==> config.mk <==
export PLATFORM = sky130hd
export DESIGN_NAME = lcd_spi_write
export DESIGN_NICKNAME = d
export VERILOG_FILES = /design/src/rtl/lcd_spi_write.sv
export SDC_FILE = /design/constraint.sdc
export NUM_CORES = 1
export LEC_CHECK = 0
export CORE_ASPECT_RATIO = 2
export CORE_MARGIN = 3
export CORE_UTILIZATION = 32
export CTS_CLUSTER_SIZE = 20
export DETAILED_ROUTE_END_ITERATION = 8
export PLACE_DENSITY = 0.6
export SKIP_LAST_GASP = 1
export SYNTH_ARGS = -nofsm -noshare
export SYNTH_HDL_FRONTEND = slang
export SYNTH_SLANG_ARGS = --single-unit
==> constraint.sdc <==
create_clock -name sys_clk_50MHz -period 2.5 [get_ports sys_clk_50MHz]
set_input_delay 0.25 -clock sys_clk_50MHz [delete_from_list [all_inputs] [get_ports sys_clk_50MHz]]
set_output_delay 0.25 -clock sys_clk_50MHz [all_outputs]
set_load 0.005 [all_outputs]
==> src/rtl/lcd_spi_write.sv <==
// Write-only 4-wire SPI (mode 0) output stage for the LCD path.
// Each accepted 9-bit word becomes a DC level plus an MSB-first byte framed by CS_N.
module lcd_spi_write #(
  parameter int CLK_DIV = 2
) (
  input  logic       sys_clk_50MHz,
  input  logic       sys_rst_n,
  input  logic [8:0] data,
  input  logic       en_write,
  output logic       busy,
  output logic       wr_done,
  output logic       lcd_sclk,
  output logic       lcd_mosi,
  output logic       lcd_dc,
  output logic       lcd_cs_n
);

  localparam int DIV_W = (CLK_DIV > 1) ? $clog2(CLK_DIV) : 1;
  localparam logic [DIV_W-1:0] DIV_TC = DIV_W'(CLK_DIV - 1);

  typedef enum logic [2:0] {
    IDLE  = 3'd0,
    SETUP = 3'd1,
    SHIFT = 3'd2,
    HOLD  = 3'd3,
    DONE  = 3'd4
  } state_t;

  state_t           state_r;
  logic [DIV_W-1:0] div_cnt_r;
  logic [2:0]       bit_cnt_r;
  logic [7:0]       shift_r;
  logic             last_rise_r;
  logic             div_tc_s;

  assign div_tc_s = (div_cnt_r == DIV_TC);

  // Transfer sequencer: framing, SCLK generation and bit shifting.
  always_ff @(posedge sys_clk_50MHz or negedge sys_rst_n) begin
    if (!sys_rst_n) begin
      state_r     <= IDLE;
      div_cnt_r   <= '0;
      bit_cnt_r   <= 3'd0;
      shift_r     <= 8'h00;
      last_rise_r <= 1'b0;
      busy        <= 1'b0;
      wr_done     <= 1'b0;
      lcd_sclk    <= 1'b0;
      lcd_mosi    <= 1'b0;
      lcd_dc      <= 1'b0;
      lcd_cs_n    <= 1'b1;
    end else begin
      case (state_r)
        IDLE: begin
          wr_done   <= 1'b0;
          div_cnt_r <= '0;
          if (en_write) begin
            shift_r     <= data[7:0];
            lcd_dc      <= data[8];
            lcd_mosi    <= data[7];
            lcd_cs_n    <= 1'b0;
            busy        <= 1'b1;
            bit_cnt_r   <= 3'd0;
            last_rise_r <= 1'b0;
            state_r     <= SETUP;
          end else begin
            busy <= 1'b0;
          end
        end
        SETUP: begin
          if (div_tc_s) begin
            div_cnt_r <= '0;
            state_r   <= SHIFT;
          end else begin
            div_cnt_r <= div_cnt_r + 1'b1;
          end
        end
        SHIFT: begin
          if (div_tc_s) begin
            div_cnt_r <= '0;
            lcd_sclk  <= ~lcd_sclk;
            if (!lcd_sclk) begin
              // last_rise_r marks that all 8 rising edges are done; the counter itself wraps to 0.
              bit_cnt_r <= bit_cnt_r + 3'd1;
              if (bit_cnt_r == 3'd7) begin
                last_rise_r <= 1'b1;
              end else begin
                last_rise_r <= last_rise_r;
              end
            end else if (last_rise_r) begin
              lcd_mosi <= 1'b0;
              state_r  <= HOLD;
            end else begin
              shift_r  <= {shift_r[6:0], 1'b0};
              lcd_mosi <= shift_r[6];
            end
          end else begin
            div_cnt_r <= div_cnt_r + 1'b1;
          end
        end
        HOLD: begin
          if (div_tc_s) begin
            div_cnt_r <= '0;
            lcd_cs_n  <= 1'b1;
            wr_done   <= 1'b1;
            state_r   <= DONE;
          end else begin
            div_cnt_r <= div_cnt_r + 1'b1;
          end
        end
        DONE: begin
          div_cnt_r <= '0;
          wr_done   <= 1'b0;
          busy      <= 1'b0;
          state_r   <= IDLE;
        end
        default: begin
          state_r   <= IDLE;
          div_cnt_r <= '0;
          busy      <= 1'b0;
          wr_done   <= 1'b0;
          lcd_sclk  <= 1'b0;
          lcd_mosi  <= 1'b0;
          lcd_cs_n  <= 1'b1;
        end
      endcase
    end
  end

endmodule
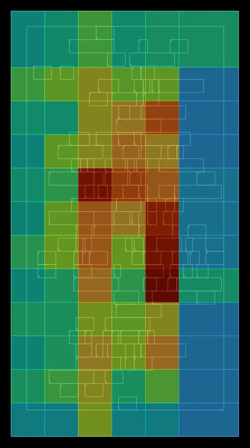
**Above:** track usage over the die.
Core Util, Final: 40.1%
WL per Instance: 13.9 µm

==> out/metrics.cfg <==
[final_timing]
rsz0062_at_grt = no
worst-slew-pin-transition_ps = 510
worst_clock_skew_ps = 2.05
period_used_pct = 67.8
holdWs_ps = 325
fin_crit_ps = 1690
setup_viol_count_final = 0
setup_tns_ps = 0
max_freq_mhz = 590

[synth]
ys_cells = 104
area_leaders = dfrtp_1 (47%), mux2i_1 (5.7%), nand2_1 (4.2%)
synth_cell_type_count = 33
yosysChipArea_mm2 = 0.00106
synth.cell_area_mm2 = 0.00106
ys_sh_adder_pct = 2.36
simple_gate_share_pct = 15.8
ys_ff = 21
synthAoiAreaFrac_pct = 16.4
yosysTopAreaCellShare_pct = 47.1
synthXorXnorAreaFrac_pct = 0.824
synth.logic.top_family = AND-OR/OR-AND gates
ys_warn_count = 0
synth.yosys.seq_area_share_pct = 49.6

[die]
row_count = 29
die_width_um = 46.7
fp_util_pct = 33.3
nWellTaps = 31
ioPinCount = 18
fp.coreArea_mm2 = 0.00319

[finish]
nMultiInputCombCells = 72
buffer_area_share_pct = 14.5
drive_gt1_share_pct = 12.5
dominant_cells = flip-flops and latches
sh_seq_area_pct = 41.2
reg_top3 = shift_r (7), bit_cnt_r (3), state_r (3)
inv_count = 4
final_cell_mix = dfrtp_1 (20), clkdlybuf4s50_1 (17), nand2_1 (12)
insertedDiodeCount = 0
top_register = shift_r
fill_cells = 336

[detailed_routing]
met2_length_mm = 1.14
vias_per_cell = 5.39
wirelength_mm = 2.11
wl_met3_um = 67
drt_pass1_iterations = 4
ant_nets = 0
drt_iter0_markers = 13
drc_errors = 0

[power]
power_per_cell_area_mw_per_mm2 = 1110
switching_share_pct = 37.2
leakage_uw = 0.000551
p_seq_uw = 610
switchingPower_uw = 529
p_clk_uw = 222
finalPower_uw = 1420
combPwrFrac_pct = 41.5

[critical_path]
required_ps = 2640
regToRegEndpoint = shift_r[1]$_DFFE_PN0P_
path_cells = or2_1 -> a221o_1 -> nand2_1 -> o21ai_2
startpoint_type = flip-flop
critPathSlowestCell = dfrtp_1
r2r_start = state_r[2]$_DFFE_PN0P_
worstPathArrival_ps = 1830
crit_cells = 4
critPathBufInv = 0
reg2reg_slack_ps = 810
cpPeakStageDelay_ps = 520
cp_max_fo = 14

[run]
maxCapViolCount = 0

[outcome]
status = completed

[grt]
grt_pass1_vias = 857
antenna_found_initial = 0
grt_start_max_net_pins = 22

[place]
io_buffers = 17
dpl_cell_area_mm2 = 0.00123
place_inst = 147
gp_congestion = 0.825
dp_hpwl_mm = 1.60

[clock_tree]
h-tree-depth = 1
cts_root_buf = clkbuf_8
clock_latency_ps = 260
clock-sinks = 21
cts-buffers-inserted = 3
ctsHoldBuffers = 0

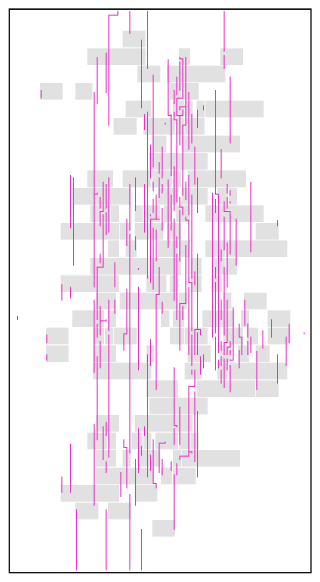
**Above:** the metal 2 layer.
Cells faint in the background.
nets with wire on the layer = 115
longest straight run = 34.0 µm
share of all routed wire = 54%
vias: 814
M2 GR Usage: 20.1%

[cells in the mapped netlist, drive strengths merged]
library cell,number
nor2b,1
dfstp,1
mux2i,6
xor2,1
o22a,1
nand3b,2
a21oi,7
clkbuf,1
o21ai,12
mux2,3
inv,4
nand3,7
dfrtp,20
buf,6
or2,1
ha,2
o32ai,1
a221o,2
nor3,1
and2,1
nand2,12
o31a,1
o2111ai,1
nand2b,2
nor2,7
a41oi,1
[per-layer routing]
| layer | vias up | GRT usage [%] |
|---|---|---|
| met3 | 6 | 2.07 |
| li1 | 395 | - |
| met4 | 0 | 9.32 |
| met5 | - | 0 |
| met1 | 395 | 12.9 |
| met2 | 18 | 20.1 |
